==> config.mk <==
export PLATFORM = sky130hd
export DESIGN_NAME = pool_unit
export DESIGN_NICKNAME = d
export VERILOG_FILES = /design/src/rtl/pool_pkg.sv /design/src/rtl/pool_tree_level.sv /design/src/rtl/pool_unit.sv
export SDC_FILE = /design/constraint.sdc
export NUM_CORES = 1
export LEC_CHECK = 0
export CAP_MARGIN = 20
export CORE_UTILIZATION = 41
export CTS_CLUSTER_SIZE = 20
export DETAILED_ROUTE_END_ITERATION = 10
export PLACE_DENSITY = 0.57
export REMOVE_ABC_BUFFERS = 1
export SLEW_MARGIN = 10
export SYNTH_ARGS = -nofsm -noshare
export SYNTH_HDL_FRONTEND = slang
export SYNTH_SLANG_ARGS = --single-unit
==> constraint.sdc <==
create_clock -name clk -period 7.9 [get_ports clk]
set_clock_uncertainty 0.1 [all_clocks]
set_input_delay 1.185 -clock clk [delete_from_list [all_inputs] [get_ports clk]]
set_output_delay 1.185 -clock clk [all_outputs]
set_load 0.005 [all_outputs]
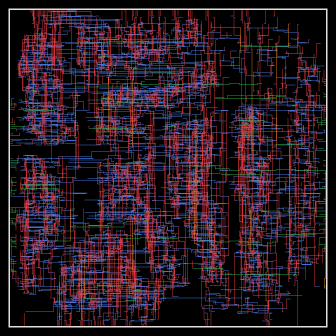
Run 1: wiring by layer
| color | layer | wire length |
|---|---|---|
| red | met2 | 23.5 mm |
| orange | met4 | 1100 um |
| blue | met1 | 22.6 mm |
| green | met3 | 1810 um |
via count: 15.8k
final wirelength: 49000 um
All-Layer GR Usage: 18.6%
wire per inst: 16.2 um

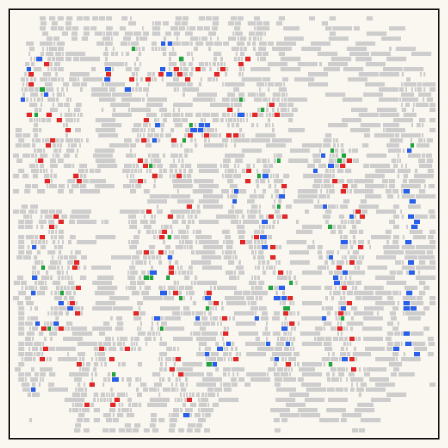
Run 1: logic cells by family
| color | family | cells | most used |
|---|---|---|---|
| red | XOR/XNOR gates | 113 | xnor2_1 |
| blue | AND-OR and OR-AND gates | 83 | o211a_1 |
| green | AND and OR gates | 34 | or3_1 |
fraction of area in multi-input gates: 49.9%
Top cell excl fill/tap: ha_1
Layout Cells excl Fill: 3029

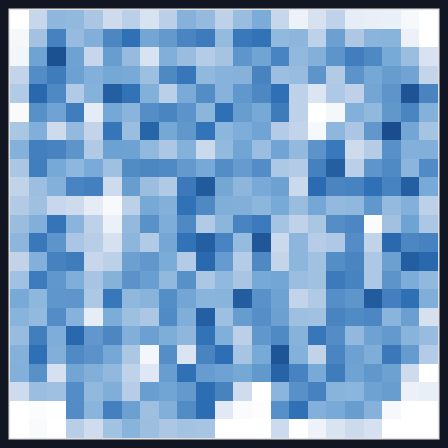
Run 1: placement density heat map
23 x 23 tiles, from white (low) to dark blue (high), 0 to 100% covered.
nearly empty tiles: 4.0%
mean over tiles: 46%
fullest tile: 88%
tiles over 75% full: 4.5%
core area: 0.0505 mm2
Initial Util: 41.8%
Util after Layout: 49.1%

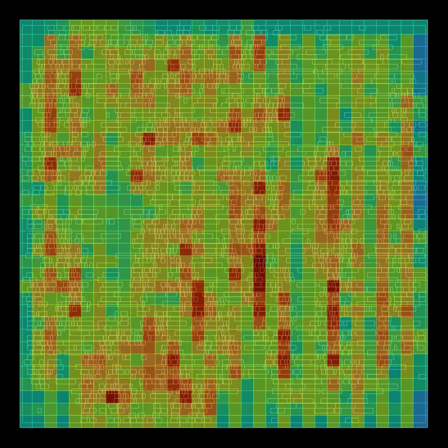
Run 1: routing congestion map
Global Route met1 Usage: 23.9%
met2 Resource Use GR: 32.4%
layer with the highest usage: met2

==> results.py, run 1 <==
# Synthesis and PnR figures
metrics = {
    "floorplan": {
        "taps": 672,
        "die_y_um": 229,
        "rows": 82,
        "io_pins": 183,
    },
    "power": {
        "powerDensity_mw_per_mm2": 282,
        "p_total_mw": 7.00,
        "ir_worst_vdd_mv": 0.125,
        "power.largest_group": "combinational logic",
        "sequentialPower_mw": 2.20,
        "combPwrFrac_pct": 46.0,
        "power.switching_mw": 2.63,
        "pg_comb_mw": 3.22,
        "switching_share_pct": 37.7,
    },
    "final_timing": {
        "hold_violations": 0,
        "setup_viol": 0,
        "setup-tns-final_ns": 0,
        "slew_headroom_pct": 27.8,
        "period_needed_ns": 4.40,
        "drv_slew": 0,
        "grt_setup_unrepaired": "no",
        "tightestPinTransition_ns": 1.08,
        "worst_slack_ns": 3.50,
        "period_used_pct": 55.7,
    },
    "setup_path": {
        "path_cells": "clkdlybuf4s50_1 > nor2b_1 > inv_8 > clkdlybuf4s50_1",
        "cp.arrival_ns": 3.12,
        "rrSetupSlack_ns": 4.08,
        "cpMostUsedCell": "clkdlybuf4s50_1",
        "start_kind": "input port",
        "slowest_delay_ns": 0.57,
        "critPathBufInv": 3,
        "cp_num_cells": 4,
        "crit_type": "in2out",
    },
    "synthesis": {
        "mux_share_pct": 10.0,
        "adder_share_pct": 17.7,
        "syn_area_per_cell_um2": 9.73,
        "syn_inst": 2169,
        "yosysCellCount": 2169,
        "seq_area_frac_synth_pct": 35.8,
        "synth.distinct_cells": 81,
        "top_area_share_pct": 33.0,
        "xor_area_share_pct": 4.69,
        "ys_area_mm2": 0.0211,
        "common_cells": "ha_1, inv_1, edfxtp_1, mux2i_1, nand2_1",
        "aoi_share_pct": 15.2,
        "simple_gate_area_share_pct": 10.9,
        "topCombFamilyByArea": "adder cells",
    },
    "hold_path": {
        "whs_path_depth": 0,
    },
    "finish": {
        "area_delta_synth_final_pct": 17.4,
        "nets": 2770,
        "logic_area_mm2": 0.0124,
        "clockBufferCount": 37,
        "inverters": 249,
        "num_antenna_cells": 0,
        "num-multi-input-gates": 1591,
        "fillCellCount": 4695,
        "bufAreaShareNonClock_pct": 7.78,
        "seqCellArea_mm2": 0.00755,
        "final_area_mm2": 0.0248,
    },
    "global_route": {
        "met3_usage_pct": 2.74,
        "antenna_found_initial": 0,
        "grt_pass1_vias": 15500,
        "grt-ovfl-total": 0,
    },
    "placed_design": {
        "placed_area_mm2": 0.0236,
        "place.gp.congestion": 0.889,
    },
    "status": {
        "outcome": "complete, no violations",
    },
    "flow_run": {
        "openroad.warnings": 163,
        "cap_violations": 0,
    },
    "clock_tree": {
        "cts_setup_buffers": 0,
        "cts_hold_buffers": 0,
        "post_cts_resized": 0,
        "cts-root-buf": "clkbuf_16",
        "cts.sinks": 261,
        "numCtsBuffers": 34,
    },
    "detailed_routing": {
        "drt-met1-wl_um": 22600,
        "top_layer_used": "met4",
        "dr_wl_met2_um": 23500,
        "wl_met3_um": 1810,
    },
}
Run 1, metal 2:
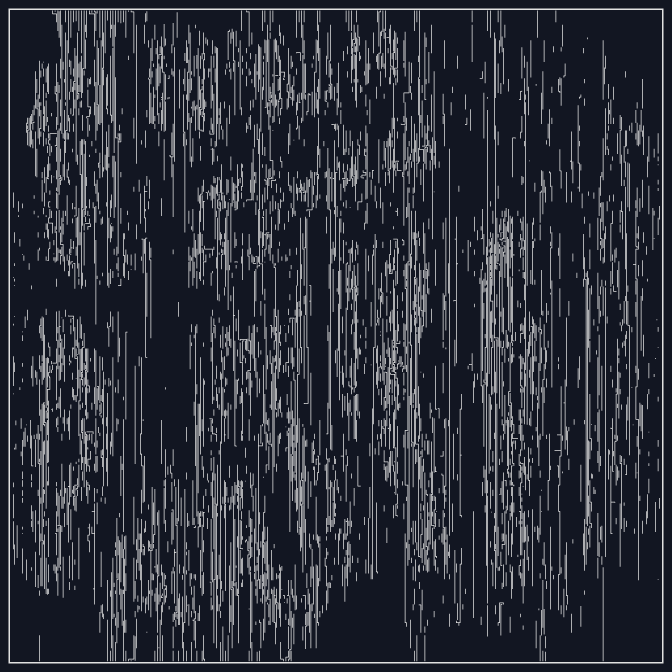

==> run 1 -> run 2 <==
Clock period 7.9 ns to 4.2 ns, I/O delays scaled along.
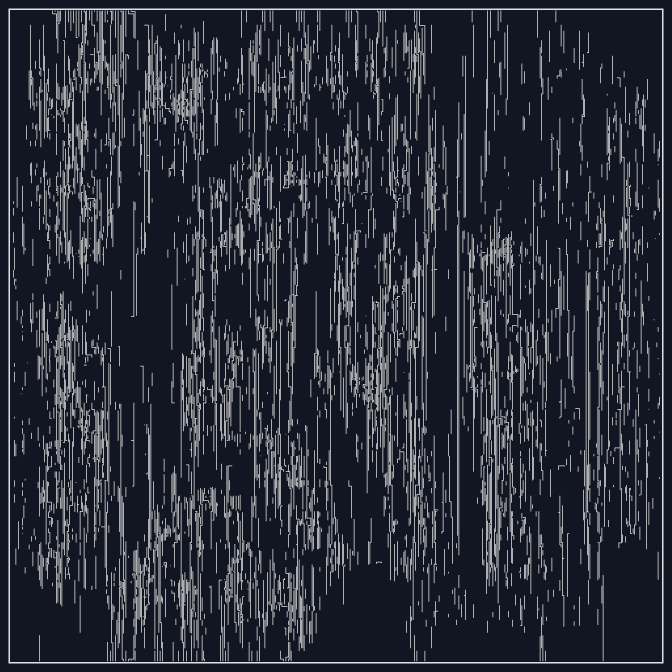
Run 2: metal 2
longest straight run: 115 um
share of all routed wire: 48%
wire length on this layer: 23.4 mm
main direction: vertical
nets with wire on the layer: 2193
final wirelength: 48900 um
via count: 15.9k
met2 Resource Use GR: 32.2%

==> run 2 against run 1 <==
  * Cell count increased by 0.23%
  * Hold slack about the same
  * Largest cell class unchanged
  * Combinational power increased by about 90%
  * Worst setup slack got worse by 2.8 ns
  * Synthesized area unchanged
  * Die area unchanged
  * Clock power increased by 75%
  * Cell area about the same
  * Critical path depth increased by 6
  * Critical endpoint is now g_lvl[3].u_lvl.data_o[19]
  * Largest power group unchanged
  * Routed wire length decreased by 0.18%
  * Count of clock-buffer cells in the layout decreased by 2
  * Synthesized cell count unchanged
==> results.py, run 2 <==
# Synthesis and PnR figures
metrics = {
    "status": {
        "outcome": "complete, no violations",
    },
    "finish": {
        "bufAreaShareNonClock_pct": 8.24,
        "clockBufferCount": 35,
        "num-multi-input-gates": 1591,
        "utilization_pct": 49.1,
        "final_area_mm2": 0.0248,
        "logic_area_mm2": 0.0124,
        "stdcell_count": 3036,
        "inverters": 249,
        "sh_comb_area_pct": 49.9,
        "area_delta_synth_final_pct": 17.5,
        "num_antenna_cells": 0,
    },
    "global_route": {
        "track_usage_pct": 18.4,
        "antenna_found_initial": 1,
        "grt_pass1_vias": 15600,
        "met3_usage_pct": 1.68,
        "busiest_layer": "met2",
    },
    "setup_path": {
        "start_kind": "flop",
        "cp_num_cells": 10,
        "path_cells": "inv_1 > ha_1 > nand4_1 > nor4_1 > a221oi_1 > o211ai_1 > mux2i_2 > buf_12 > mux2i_1 > mux2i_1",
        "crit_type": "reg2reg",
        "cp.arrival_ns": 3.72,
        "slowest_delay_ns": 0.55,
        "cpMostUsedCell": "mux2i_1",
    },
    "synthesis": {
        "syn_area_per_cell_um2": 9.73,
        "seq_area_frac_synth_pct": 35.8,
        "syn_inst": 2169,
        "topCombFamilyByArea": "adder cells",
        "synth.distinct_cells": 81,
        "ys_area_mm2": 0.0211,
        "simple_gate_area_share_pct": 10.9,
        "mux_share_pct": 10.0,
        "aoi_share_pct": 15.2,
    },
    "detailed_routing": {
        "wl_met3_um": 1570,
        "dr_wl_met2_um": 23400,
        "top_layer_used": "met4",
        "drt-met1-wl_um": 22800,
    },
    "flow_run": {
        "openroad.warnings": 163,
    },
    "clock_tree": {
        "cts_setup_buffers": 0,
        "cts_hold_buffers": 0,
        "cts.sinks": 261,
    },
    "power": {
        "ir_worst_vdd_mv": 0.292,
        "switching_share_pct": 38.0,
        "sequentialPower_mw": 4.13,
    },
    "floorplan": {
        "fp_util_pct": 41.8,
        "die_y_um": 229,
        "taps": 672,
    },
    "final_timing": {
        "drv_slew": 0,
        "period_needed_ns": 3.51,
        "setup-tns-final_ns": 0,
        "grt_setup_unrepaired": "no",
    },
    "hold_path": {
        "whs_path_depth": 0,
    },
    "placed_design": {
        "placed_area_mm2": 0.0237,
    },
}
Power figures rest on the tool's default switching activity, not on a simulated workload.
